### src/rtl/icache_pkg.sv
// Shared types and helpers for the set-associative instruction cache controller:
// FSM state encoding, address-field width functions and line word selection.
package icache_pkg;

  typedef enum logic [2:0] {
    ST_IDLE      = 3'd0,
    ST_LOOKUP    = 3'd1,
    ST_MISS_REQ  = 3'd2,
    ST_MISS_WAIT = 3'd3,
    ST_RESP      = 3'd4,
    ST_FLUSH     = 3'd5
  } state_t;

  // Widest line word_sel can take; callers zero-extend narrower lines.
  localparam int MAX_LINE_WORDS = 64;
  localparam int MAX_LINE_BITS  = 32 * MAX_LINE_WORDS;

  function automatic int calc_off_w(input int line_words);
    return 2 + $clog2(line_words);
  endfunction

  function automatic int calc_idx_w(input int sets);
    return $clog2(sets);
  endfunction

  function automatic int calc_tag_w(input int addr_w, input int sets, input int line_words);
    return addr_w - calc_idx_w(sets) - calc_off_w(line_words);
  endfunction

  function automatic int calc_way_w(input int ways);
    return (ways > 1) ? $clog2(ways) : 1;
  endfunction

  function automatic logic [31:0] word_sel(input logic [MAX_LINE_BITS-1:0] line,
                                           input int unsigned off);
    return line[off*32 +: 32];
  endfunction

endpackage

### src/rtl/icache_victim_sel.sv
// Picks the refill victim for one set: the lowest invalid way if there is one,
// otherwise the way named by the set's FIFO pointer.
module icache_victim_sel
  import icache_pkg::*;
#(
  parameter int WAYS  = 4,
  parameter int WAY_W = 2
) (
  input  logic [WAYS-1:0]  i_valid,
  input  logic [WAY_W-1:0] i_fifo_ptr,
  output logic [WAY_W-1:0] o_victim,
  output logic             o_from_fifo
);

  always_comb begin
    o_victim    = i_fifo_ptr;
    o_from_fifo = 1'b1;
    // Scan downwards so the lowest-numbered invalid way wins.
    for (int w = WAYS - 1; w >= 0; w--) begin
      if (!i_valid[w]) begin
        o_victim    = WAY_W'(w);
        o_from_fifo = 1'b0;
      end
    end
  end

endmodule

### src/rtl/icache_sa_ctrl.sv
// N-way set-associative instruction cache controller: tag/data/valid arrays,
// hit lookup, req/ack line refill with FIFO replacement, and full-cache flush.
module icache_sa_ctrl
  import icache_pkg::*;
#(
  parameter int  ADDR_W     = 32,
  parameter int  WAYS       = 4,
  parameter int  SETS       = 4,
  parameter int  LINE_WORDS = 4,
  localparam int OFF_W      = calc_off_w(LINE_WORDS),
  localparam int IDX_W      = calc_idx_w(SETS),
  localparam int TAG_W      = calc_tag_w(ADDR_W, SETS, LINE_WORDS),
  localparam int LADDR_W    = ADDR_W - OFF_W
) (
  input  logic                    clk,
  input  logic                    reset,
  input  logic                    cpu_req_i,
  input  logic [ADDR_W-1:0]       cpu_addr_i,
  output logic                    cpu_ready_o,
  output logic                    cpu_valid_o,
  output logic [31:0]             cpu_data_o,
  input  logic                    flush_i,
  output logic                    flush_done_o,
  output logic                    mem_req_o,
  output logic [LADDR_W-1:0]      mem_addr_o,
  input  logic                    mem_ack_i,
  input  logic [32*LINE_WORDS-1:0] mem_data_i,
  output logic                    busy_o,
  output logic                    hit_o,
  output logic                    miss_o
);

  localparam int WO_W   = OFF_W - 2;
  localparam int WAY_W  = calc_way_w(WAYS);
  localparam int LINE_W = 32 * LINE_WORDS;

  state_t r_state, w_state_next;

  logic [TAG_W-1:0]  r_tag;
  logic [IDX_W-1:0]  r_idx;
  logic [WO_W-1:0]   r_off;
  logic [WAYS-1:0]   r_valid    [SETS];
  logic [WAY_W-1:0]  r_fifo_ptr [SETS];
  logic [WAY_W-1:0]  r_victim;
  logic              r_from_fifo;
  logic [IDX_W-1:0]  r_flush_cnt;
  logic              r_cpu_valid;
  logic [31:0]       r_cpu_data;

  logic              w_accept;
  logic              w_refill_we;
  logic              w_flush_last;
  logic              w_hit;
  logic [WAYS-1:0]   w_match;
  logic [WAYS-1:0]   w_set_valid;
  logic [LINE_W-1:0] w_rd_line [WAYS];
  logic [LINE_W-1:0] w_hit_line;
  logic [WAY_W-1:0]  w_victim;
  logic              w_from_fifo;
  logic [WAY_W-1:0]  w_ptr_next;
  logic [TAG_W-1:0]  w_in_tag;
  logic [IDX_W-1:0]  w_in_idx;
  logic [WO_W-1:0]   w_in_off;
  logic [31:0]       w_hit_word;
  logic [31:0]       w_refill_word;
  logic [MAX_LINE_BITS-1:0] w_hit_line_ext;
  logic [MAX_LINE_BITS-1:0] w_refill_line_ext;
  logic              w_unused_addr_bits;

  assign w_in_tag           = cpu_addr_i[ADDR_W-1 -: TAG_W];
  assign w_in_idx           = cpu_addr_i[OFF_W +: IDX_W];
  assign w_in_off           = cpu_addr_i[2 +: WO_W];
  assign w_unused_addr_bits = ^cpu_addr_i[1:0];

  assign w_accept     = cpu_req_i && cpu_ready_o;
  assign w_refill_we  = (r_state == ST_MISS_WAIT) && mem_ack_i;
  assign w_flush_last = (r_flush_cnt == IDX_W'(SETS - 1));
  assign w_set_valid  = r_valid[r_idx];
  assign w_hit        = |w_match;
  assign w_ptr_next   = (r_fifo_ptr[r_idx] == WAY_W'(WAYS - 1)) ? '0
                                                                 : r_fifo_ptr[r_idx] + 1'b1;

  // Per-way tag and data RAMs; the set is read at acceptance so LOOKUP sees
  // registered read data.
  genvar gi;
  generate
    for (gi = 0; gi < WAYS; gi++) begin : g_way
      logic [TAG_W-1:0]  r_tag_mem  [SETS];
      logic [LINE_W-1:0] r_data_mem [SETS];
      logic [TAG_W-1:0]  r_rd_tag;
      logic [LINE_W-1:0] r_rd_line;

      always_ff @(posedge clk) begin
        if (w_refill_we && (r_victim == WAY_W'(gi))) begin
          r_tag_mem[r_idx]  <= r_tag;
          r_data_mem[r_idx] <= mem_data_i;
        end
        if (w_accept) begin
          r_rd_tag  <= r_tag_mem[w_in_idx];
          r_rd_line <= r_data_mem[w_in_idx];
        end
      end

      assign w_rd_line[gi] = r_rd_line;
      assign w_match[gi]   = w_set_valid[gi] && (r_rd_tag == r_tag);
    end
  endgenerate

  always_comb begin
    w_hit_line = '0;
    for (int w = 0; w < WAYS; w++) begin
      if (w_match[w]) begin
        w_hit_line = w_hit_line | w_rd_line[w];
      end
    end
  end

  always_comb begin
    w_hit_line_ext                   = '0;
    w_refill_line_ext                = '0;
    w_hit_line_ext[LINE_W-1:0]       = w_hit_line;
    w_refill_line_ext[LINE_W-1:0]    = mem_data_i;
  end

  assign w_hit_word    = word_sel(w_hit_line_ext, 32'(r_off));
  assign w_refill_word = word_sel(w_refill_line_ext, 32'(r_off));

  icache_victim_sel #(
    .WAYS  (WAYS),
    .WAY_W (WAY_W)
  ) u_victim_sel (
    .i_valid     (w_set_valid),
    .i_fifo_ptr  (r_fifo_ptr[r_idx]),
    .o_victim    (w_victim),
    .o_from_fifo (w_from_fifo)
  );

  always_ff @(posedge clk) begin
    if (reset) begin
      r_state <= ST_IDLE;
    end else begin
      r_state <= w_state_next;
    end
  end

  always_comb begin
    w_state_next = r_state;
    cpu_ready_o  = 1'b0;
    flush_done_o = 1'b0;
    mem_req_o    = 1'b0;
    mem_addr_o   = '0;
    busy_o       = (r_state != ST_IDLE);
    hit_o        = 1'b0;
    miss_o       = 1'b0;
    case (r_state)
      ST_IDLE: begin
        cpu_ready_o = !flush_i;
        if (flush_i) begin
          w_state_next = ST_FLUSH;
        end else if (cpu_req_i) begin
          w_state_next = ST_LOOKUP;
        end
      end
      ST_LOOKUP: begin
        hit_o        = w_hit;
        miss_o       = !w_hit;
        w_state_next = w_hit ? ST_IDLE : ST_MISS_REQ;
      end
      ST_MISS_REQ: begin
        mem_req_o    = 1'b1;
        mem_addr_o   = {r_tag, r_idx};
        w_state_next = ST_MISS_WAIT;
      end
      ST_MISS_WAIT: begin
        mem_req_o  = 1'b1;
        mem_addr_o = {r_tag, r_idx};
        if (mem_ack_i) begin
          w_state_next = ST_RESP;
        end
      end
      ST_RESP: begin
        w_state_next = ST_IDLE;
      end
      ST_FLUSH: begin
        flush_done_o = w_flush_last;
        if (w_flush_last) begin
          w_state_next = ST_IDLE;
        end
      end
      default: begin
        w_state_next = ST_IDLE;
      end
    endcase
  end

  always_ff @(posedge clk) begin
    if (reset) begin
      r_tag       <= '0;
      r_idx       <= '0;
      r_off       <= '0;
      r_victim    <= '0;
      r_from_fifo <= 1'b0;
      r_flush_cnt <= '0;
      r_cpu_valid <= 1'b0;
      r_cpu_data  <= '0;
      for (int s = 0; s < SETS; s++) begin
        r_valid[s]    <= '0;
        r_fifo_ptr[s] <= '0;
      end
    end else begin
      r_cpu_valid <= 1'b0;
      if (w_accept) begin
        r_tag <= w_in_tag;
        r_idx <= w_in_idx;
        r_off <= w_in_off;
      end
      case (r_state)
        ST_LOOKUP: begin
          if (w_hit) begin
            r_cpu_valid <= 1'b1;
            r_cpu_data  <= w_hit_word;
          end
        end
        ST_MISS_REQ: begin
          r_victim    <= w_victim;
          r_from_fifo <= w_from_fifo;
        end
        ST_MISS_WAIT: begin
          if (mem_ack_i) begin
            r_valid[r_idx][r_victim] <= 1'b1;
            // Only a full set advances its pointer; filling an empty way does not.
            if (r_from_fifo) begin
              r_fifo_ptr[r_idx] <= w_ptr_next;
            end
            r_cpu_valid <= 1'b1;
            r_cpu_data  <= w_refill_word;
          end
        end
        ST_FLUSH: begin
          r_valid[r_flush_cnt]    <= '0;
          r_fifo_ptr[r_flush_cnt] <= '0;
          r_flush_cnt             <= w_flush_last ? '0 : r_flush_cnt + 1'b1;
        end
        default: begin
        end
      endcase
    end
  end

  assign cpu_valid_o = r_cpu_valid;
  assign cpu_data_o  = r_cpu_data;

  always_ff @(posedge clk) begin
    if (!reset && (r_state == ST_LOOKUP)) begin
      assert ($onehot0(w_match));
    end
  end

endmodule

### config.mk
export PLATFORM = sky130hd
export DESIGN_NAME = icache_sa_ctrl
export DESIGN_NICKNAME = d
export VERILOG_FILES = /design/src/rtl/icache_pkg.sv /design/src/rtl/icache_victim_sel.sv /design/src/rtl/icache_sa_ctrl.sv
export SDC_FILE = /design/constraint.sdc
export NUM_CORES = 2
export LEC_CHECK = 0
export ABC_AREA = 1
export CORE_ASPECT_RATIO = 1.5
export CORE_MARGIN = 2
export CORE_UTILIZATION = 30
export DETAILED_ROUTE_END_ITERATION = 7
export PLACE_DENSITY = 0.53
export SLEW_MARGIN = 30
export SYNTH_ARGS = -nofsm -noshare
export SYNTH_HDL_FRONTEND = slang
export SYNTH_SLANG_ARGS = --single-unit
### constraint.sdc
create_clock -name clk -period 18.35 [get_ports clk]
set_input_delay 5.505 -clock clk [delete_from_list [all_inputs] [get_ports clk]]
set_output_delay 5.505 -clock clk [all_outputs]
set_load 0.1 [all_outputs]
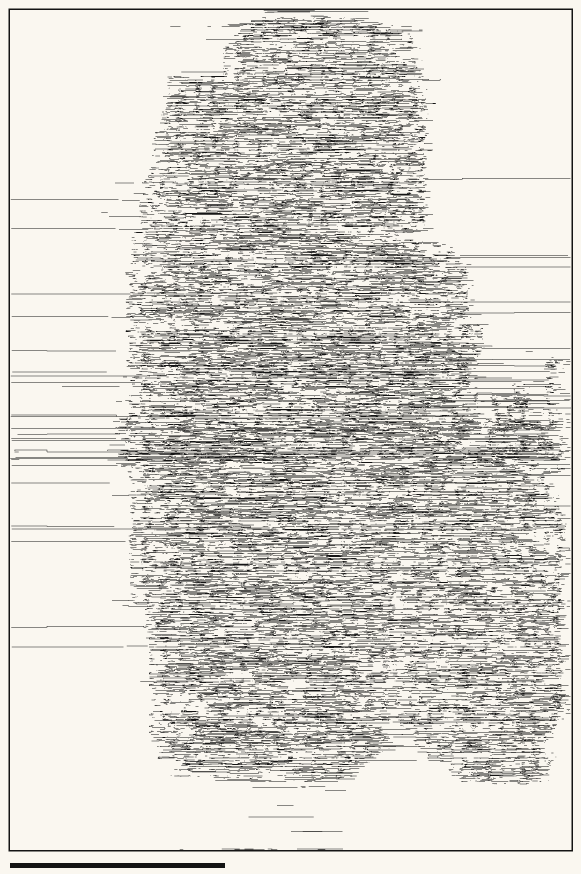
(images/m1.png)
Bar = 200 µm.
wire length on this layer: 149 mm
share of all routed wire: 39%
nets with wire on the layer: 8546
main direction: horizontal
met1 Use GR: 0.222
routed vias: 75.8k

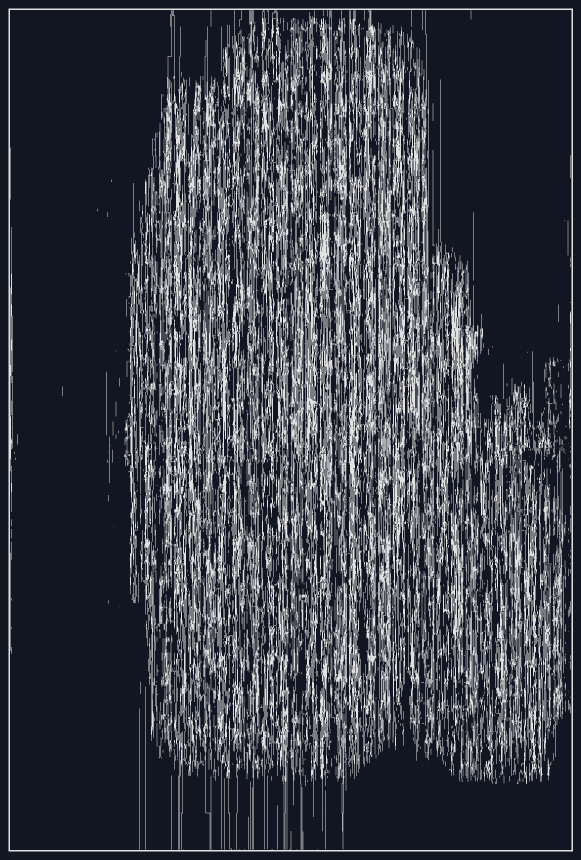
(images/m2.png)
wire length on this layer: 186 mm
longest straight run: 224 µm

==> flow_summary.toml <==
# yosys + openroad results
[sta]
fin_ws_ns = 5.55
post-route-period-util = 0.698
slew_violations = 0
setup_tns_ns = 0
finClkSkew_ns = 0.0687
min_period_ns = 12.80
grt_setup_unrepaired = "false"
worstMarginPinSlew_ns = 1.06
slew_headroom = 0.295

[yosys]
synth_xor_xnor_area_share = 0.00406
adder_share = 0.000207
yosys.area_share.aoi = 0.0960
ys_warn_count = 0
synthCells = 8799
netlist_area_um2 = 121000
yosysChipArea_um2 = 121000
ys_seq_share = 0.783
yosysUniqueCellTypes = 38
top_logic_kind = "AND-OR/OR-AND gates"
syn_nets = 8966
mux_share = 0

[global_routing]
grt-ovfl-total = 0
grt_usage = 0.181
grt_max_degree = 194
grt.busiest_layer = "met2"
grt_pass1_wl_mm = 538
grt_pass1_vias = 74592
grt.met2_usage = 0.308

[pwr]
clock_power_uw = 6250
comb_power_share = 0.061
p_sw_frac = 0.227
p_switching_uw = 3520
p_seq_frac = 0.535
finalPower_uw = 15500
powerComb_uw = 950
p_int_uw = 12000
ir_drop_uv = 77.4
power.density_nw_per_um2 = 111

[setup_path]
cpMostUsedCell = "clkdlybuf4s50_1"
cp.required_ns = 12.84
worstPathCellList = "clkdlybuf4s50_1, nor2_1, clkdlybuf4s50_1"
critPathKind = "input pin to output port"
cp.arrival_ns = 7.30
cp_max_fo = 3
reg2reg_depth = 15
cp.buffers_inverters = 2
crit_slowest_cell = "clkdlybuf4s50_1"
cp.depth = 3
reg2reg_to = "cpu_data_o[0]$_SDFFE_PP0P_"
end_kind = "output port"
reg2reg_setup_slack_ns = 12.72
r2r_start = "r_tag[0]$_SDFFE_PP0P_"
endpoint = "cpu_ready_o"
critPathLaunch = "flush_i"

[drt]
viasPerCell = 5.24
top_layer = "met5"
wl_met2_mm = 186
drc_errors = 0
wl_per_cell_um = 26.3
final_antenna_net_count = 0
drtIter0Drc = 7642
wl_met3_mm = 27.8
routed_wirelength_mm = 380

[finish]
clkCellAreaFrac = 0.0694
layout.cells.non_filler = 14451
finalInstanceArea_um2 = 139000
lay_top_count = "edfxtp_1"
inverters = 138
signal_buffers = 392
comb_share = 0.169
flops = 3177
logic_area_um2 = 23500
area_growth_pct = 14.9
most-common-layout-cells = "edfxtp_1 (3104), nor2_1 (1469), o21ai_0 (1372)"
nets = 9060
final_util = 0.346
logic_gates = 4885
drive_above_1_share = 0.0720
largest_class = "flip-flops and latches"
nonClkBufAreaFrac = 0.0282
antenna_cells = 17
clkbuf_count = 377

[place]
hpwl_mm = 194
preCtsSetupSlack_ns = 5.55
dpl_cell_area_um2 = 129000
io_buffers = 229
gp_congestion = 0.777

[cts]
clkLatencyLatePin_ns = 0.90
holdBufCountCts = 0
cts_root_buffer = "clkbuf_16"
cts_max_path_buffers = 4
cts_max_level = 5
ctsResizeCount = 0
cts_buffers = 299
clk_pin_slew_ns = 0.06
cts_tree = "built"

[worst_hold_path]
hp-class = "register to register"
min_from = "cpu_data_o[11]$_SDFFE_PP0P_"
whs_endpoint = "cpu_data_o[11]$_SDFFE_PP0P_"

[flow_run]
warnings = 49
cap_viol_max_count = 0

[status]
status = "complete, no violations"

[floorplanning]
io-pin-count = 232
rows = 285
dieArea_um2 = 408000
die_height_um = 782
Yosys cell counts, drive strengths merged:
cell type | instances | area share
edfxtp | 3104 | 0.77
nor2 | 1497 | 0.047
o21ai | 1409 | 0.058
nand3 | 755 | 0.031
o22ai | 618 | 0.032
clkbuf | 461 | 0.014
nand2 | 429 | 0.013
buf | 138 | 0.0060
inv | 137 | 0.0043
dfxtp | 73 | 0.012
o21bai | 64 | 0.0040
a21oi | 35 | 0.0015
xnor2 | 35 | 0.0025
xor2 | 21 | 0.0015
nor3 | 11 | 0.00059
nand4 | 3 | 0.00021
a211oi | 2 | 0.00012
ha | 2 | 0.00021
or2 | 2 | 0.00010
and3 | 1 | 0.000052
clkinv | 1 | 0.000031
or3 | 1 | 0.000052
state kept, by name, indices dropped and copies added, names as in the netlist, named ones only:
register	flops
g_way.r_rd_tag	104
g_way.r_tag_mem	416
r_valid	16
r_victim	2
r_tag	26
r_idx	2
cpu_valid_o	1
r_from_fifo	1
r_state	3
r_off	2
r_flush_cnt	2
cpu_data_o	32
r_fifo_ptr	8
g_way.r_data_mem	2048
g_way.r_rd_line	512
worst register-to-register path, cell delays in order, from the launching register on:
cell	delay (ns)
dfxtp_1	0.92
inv_1	0.44
nand2_1	0.15
nand3_1	0.08
nor2_1	0.17
nand2_1	0.21
nor2_4	0.12
buf_4	0.63
buf_12	0.59
buf_4	0.81
nand3_1	0.19
nand3_1	0.14
o21ai_0	0.34
nand3_1	0.41
nand3_1	0.25
nand2_1	0.11
kinds of logic (layout without fill, tap and decap cells):
logic type | count (synthesis) | after routing
AND-OR/OR-AND | 2128 | 2128
XOR/XNOR | 56 | 56
adder cells (fa/ha/maj) | 2 | 2
buffers and inverters | 737 | 1063
flip-flops | 3177 | 3177
other | 0 | 17
AND/OR/NAND/NOR | 2699 | 2699
